### src/rtl/sys_defs.sv
// Shared front-end types: instruction/address words, the instruction-buffer entry and the NOP encoding.
`ifndef NOP
`define NOP 32'h0000_0013
`endif

package sys_defs;
    localparam int INST_BUFFER_DEPTH = 8;

    typedef logic [31:0] INST;
    typedef logic [31:0] ADDR;

    typedef struct packed {
        INST inst;
        ADDR pc;
    } IB_ENTRY;
endpackage

### src/rtl/ib_ptr.sv
// Wrapping pointer register: increments modulo 2**W, synchronous clear (flush), async active-low reset.
module ib_ptr #(
    parameter int W = 3
) (
    input  logic         clock,
    input  logic         reset_n,
    input  logic         clear,
    input  logic         inc,
    output logic [W-1:0] ptr
);
    always_ff @(posedge clock or negedge reset_n) begin
        if (!reset_n)   ptr <= '0;
        else if (clear) ptr <= '0;
        else if (inc)   ptr <= ptr + W'(1);
    end
endmodule

### src/rtl/inst_buffer.sv
// Circular fetch->decode instruction queue with flush.
// INST_BUFFER_BYPASS_EN: an empty buffer forwards the fetch slot straight to the decoder.
`ifndef NOP
`define NOP 32'h0000_0013
`endif

module inst_buffer
    import sys_defs::*;
#(
    parameter int DEPTH = INST_BUFFER_DEPTH
) (
    input  logic                       clock,
    input  logic                       reset_n,
    input  logic                       flush,
    input  logic                       enq_valid,
    input  logic [31:0]                enq_inst,
    input  logic [31:0]                enq_pc,
    output logic                       enq_ready,
    output logic                       deq_valid,
    output logic [31:0]                deq_inst,
    output logic [31:0]                deq_pc,
    input  logic                       deq_ready,
    output logic [$clog2(DEPTH+1)-1:0] count
);
    localparam int PW = $clog2(DEPTH);
    localparam int CW = $clog2(DEPTH + 1);

    IB_ENTRY         mem [DEPTH];
    IB_ENTRY         head_ent;
    logic [PW-1:0]   head, tail;
    logic            full, empty, enq_fire, wr_en, rd_en;

    assign full      = (count == CW'(DEPTH));
    assign empty     = (count == '0);
    assign enq_ready = !full;
    assign enq_fire  = enq_valid && enq_ready && !flush;

`ifdef INST_BUFFER_BYPASS_EN
    logic bypass;
    assign bypass    = empty && enq_valid && !flush;
    assign deq_valid = (!empty && !flush) || bypass;
    // A bypassed instruction taken by decode the same cycle never touches storage.
    assign wr_en     = enq_fire && !(bypass && deq_ready);
    assign rd_en     = deq_valid && deq_ready && !bypass;
    assign head_ent  = bypass ? '{inst: enq_inst, pc: enq_pc} : mem[head];
`else
    assign deq_valid = !empty && !flush;
    assign wr_en     = enq_fire;
    assign rd_en     = deq_valid && deq_ready;
    assign head_ent  = mem[head];
`endif

    assign deq_inst = deq_valid ? head_ent.inst : `NOP;
    assign deq_pc   = deq_valid ? head_ent.pc   : '0;

    ib_ptr #(.W(PW)) u_head (
        .clock   (clock),
        .reset_n (reset_n),
        .clear   (flush),
        .inc     (rd_en),
        .ptr     (head)
    );

    ib_ptr #(.W(PW)) u_tail (
        .clock   (clock),
        .reset_n (reset_n),
        .clear   (flush),
        .inc     (wr_en),
        .ptr     (tail)
    );

    // Storage is never cleared; occupancy alone decides what is live.
    always_ff @(posedge clock) begin
        if (wr_en) mem[tail] <= '{inst: enq_inst, pc: enq_pc};
    end

    always_ff @(posedge clock or negedge reset_n) begin
        if (!reset_n)   count <= '0;
        else if (flush) count <= '0;
        else begin
            case ({wr_en, rd_en})
                2'b10:   count <= count + CW'(1);
                2'b01:   count <= count - CW'(1);
                default: count <= count;
            endcase
        end
    end
endmodule
### config.mk
export PLATFORM = sky130hd
export DESIGN_NAME = inst_buffer
export DESIGN_NICKNAME = d
export VERILOG_FILES = /design/src/rtl/sys_defs.sv /design/src/rtl/ib_ptr.sv /design/src/rtl/inst_buffer.sv
export SDC_FILE = /design/constraint.sdc
export NUM_CORES = 1
export LEC_CHECK = 0
export CAP_MARGIN = 20
export CORE_AREA = 2 2 182 184
export DETAILED_ROUTE_END_ITERATION = 12
export DIE_AREA = 0 0 184 186
export PLACE_DENSITY = 0.84
export SYNTH_ARGS = -nofsm -noshare
export SYNTH_HDL_FRONTEND = slang
export SYNTH_SLANG_ARGS = --single-unit
### constraint.sdc
create_clock -name clock -period 22.8 [get_ports clock]
set_clock_uncertainty 0.05 [all_clocks]
set_input_delay 4.56 -clock clock [delete_from_list [all_inputs] [get_ports clock]]
set_output_delay 4.56 -clock clock [all_outputs]
set_load 0.1 [all_outputs]
Figure 1. PDN straps and rails.
Scale bar: 50 um. Pins as bars on the die edge.
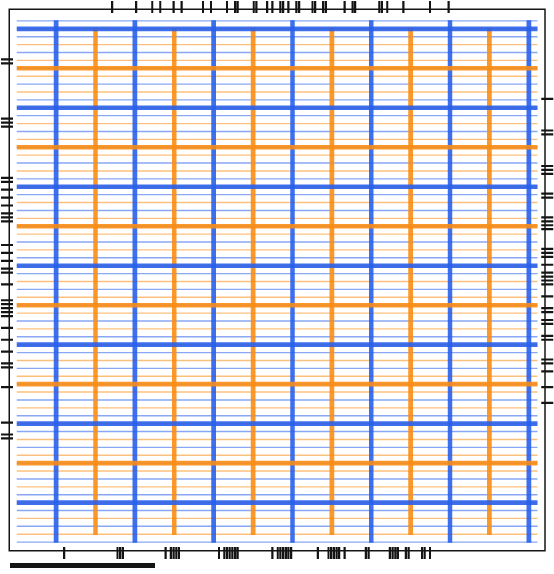
VDD -> orange
VSS -> blue
rows = 66
met1 rails = 67
signal pins = 139
Die W: 184 um
VDD IR-drop max: 83.44 uV
Core Region: 0.03221 mm2

Figure 2. Congestion heat map.
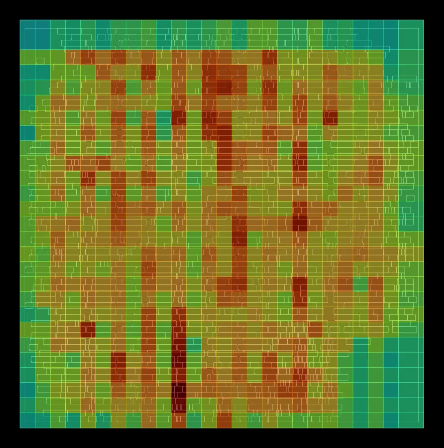
GR Layer Usage met3: 3.444%
grt peak-use layer: met2

Figure 3. Cells colored by class.
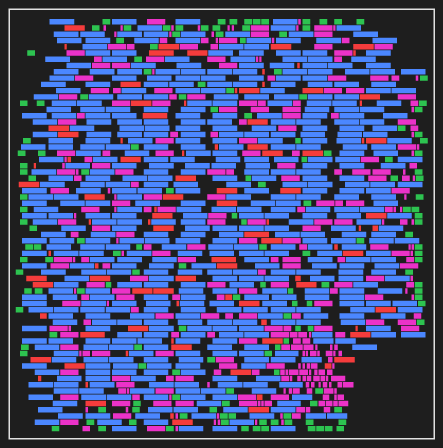
registers -> blue  # cells 522
remaining buffers and delay cells -> green  # cells 155
clock drivers and dummy loads -> red  # cells 92
remaining logic cells -> magenta  # cells 322
post-route cell area: 0.02351 mm2
Seq area share: 66.52%

Figure 4. Metal layers overlaid.
Scale bar: 50 um.
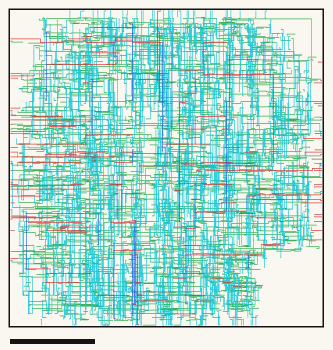
M3 -> red  # wire length 2140 um
M4 -> blue  # wire length 1100 um
M2 -> cyan  # wire length 20.9 mm
M1 -> green  # wire length 15400 um
Via Count: 9358
final wirelength: 39540 um

Figure 5. Clock network drawn from the DEF.
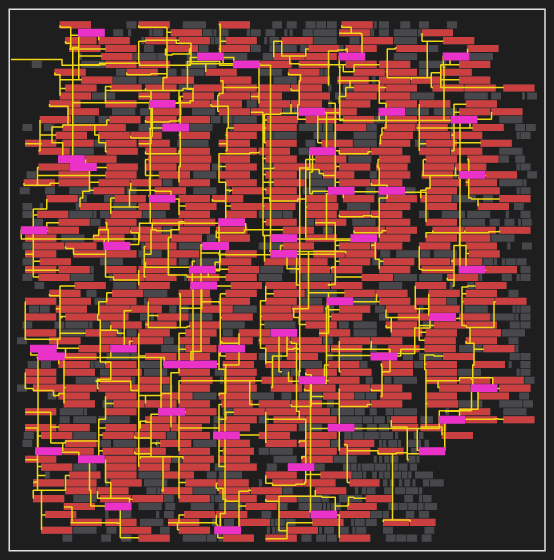
clock wires -> yellow  # length 5270 um
flip-flops -> red  # count 522
clock-net drivers -> magenta  # count 50
flops lie = spread over the die
Clk pwr share: 34.5%
Clk power: 0.804 mW
clk latency late pin: 0.55 ns

==> flow_metrics.tcl <==
# place-and-route summary
set metrics [dict create \
    startpoint_type "primary input" \
    drt_iter0_drc 844 \
    worstPathCellList "clkdlybuf4s50_1 > inv_1 > nand2_2 > buf_4 > nor2_1 > clkdlybuf4s50_1" \
    rsz0062_at_grt "false" \
    cts_buffer_depth 3 \
    track_usage_pct 23.76 \
    post-route-util_pct 72.99 \
    crit_path_max_fanout 35 \
    ys.flop_type "edfxtp_1" \
    ys_area_mm2 0.02002 \
    worstPathRequired_ns 18.19 \
    final-setup-viol-count 0 \
    fmax_mhz 81.14 \
    top_layer "met4" \
    wl_per_cell_um 26.34 \
    holdBufCountCts 0 \
    gp_congestion 0.7834 \
    port_buffers 138 \
    cp_num_cells 6 \
    crit_top_cell "clkdlybuf4s50_1" \
    startpoint "flush" \
    grt_pass1_vias 9829 \
    warnings 27 \
    cp_top_family "buffers and inverters" \
    r2r-start "count[1]$_DFFE_PN0P_" \
    worstReg2RegEnd "mem[7][18]$_DFFE_PP_" \
    critPathKind "primary input to output pin" \
    rows 66 \
    p_leak_nw 7.189 \
    critPathCapture "deq_pc[2]" \
    nFillCells 1787 \
    critPathBufInv 4 \
    ios 139 \
    dp_hpwl_um 19690 \
    critPathMaxStageDelay_ns 1.17 \
    tritoncts "done" \
    initial_core_util_pct 62.15 \
    post_cts.repair.setup_buffers 0 \
    edf_count 512 \
    arrival_ns 7.72 \
    synth_seq_share_pct 78.06 \
    drive_gt1_share_pct 21.26 \
    syn-num-nets 961 \
    yosysWarnings 0 \
    reg2reg_depth 5 \
    status "complete, no violations" \
    syn_avg_cell_area_um2 22.54 \
    met3WireLength_um 2143 \
    antenna_found_initial 1 \
    ant_nets 0 \
]
final cells by class:
class                           count  area, um2  share of cell area [%]
Tap cell                          408      510.5                   2.172
Clock inverter                     30      281.5                   1.198
Antenna cell                        2      5.005                 0.02129
Clock buffer                       62       1318                   5.605
Inverter                            6      22.52                 0.09581
Multi-Input combinational cell    316       4225                   17.97
Timing Repair Buffer              155       1509                   6.419
Sequential cell                   522      15640                   66.52
state kept, by name, indices dropped and copies added (netlist names):
signal,flops
mem,512
u_head.ptr,3
count,4
u_tail.ptr,3
logic make-up after synthesis:
logic type	synth area share, %
fa+ha+maj	0.2501
buf+inv	1.088
xor+xnor	0.2188
mux	17.77
simple gates	2.057
compound gates	0.5502
flops	78.06
where the power goes:
part           internal, mW  leakage, nW  switching [mW]  total (mW)
Clock                 0.467        0.768           0.337       0.804
Sequential             1.07         4.75          0.0174        1.09
Combinational         0.149         1.67           0.285       0.434
metrics by stage:
| stage | setup slack (ns) | cell area, um2 |
|---|---|---|
| global route | 10.36 | 23500 |
| CTS | 10.47 | 23500 |
| detailed placement | 10.52 | 21900 |
| finish | 10.47 | 23510 |
| floorplan | 10.57 | 20020 |
| global placement | 10.64 | 21900 |
cell usage after synthesis, types with 4 or more instances:
cell type / instances / share of area, %
mux2i_1: 64 / 3.2
edfxtp_1: 512 / 77
nor2_1: 69 / 1.3
inv_1: 6 / 0.11
buf_1: 4 / 0.075
mux4_2: 128 / 14
dfrtp_1: 10 / 1.3
buf_2: 12 / 0.30
nand2_1: 12 / 0.23
nand3_1: 5 / 0.13
clkbuf_1: 26 / 0.49
ha_1: 4 / 0.25
per-layer routing:
layer / vias up / track usage [%]
li1: 4047 / -
met4: 0 / 8.192
met3: 77 / 3.444
met5: - / 0
met2: 317 / 40.94
met1: 4917 / 31.72
Power is estimated from default activity; no workload was simulated.
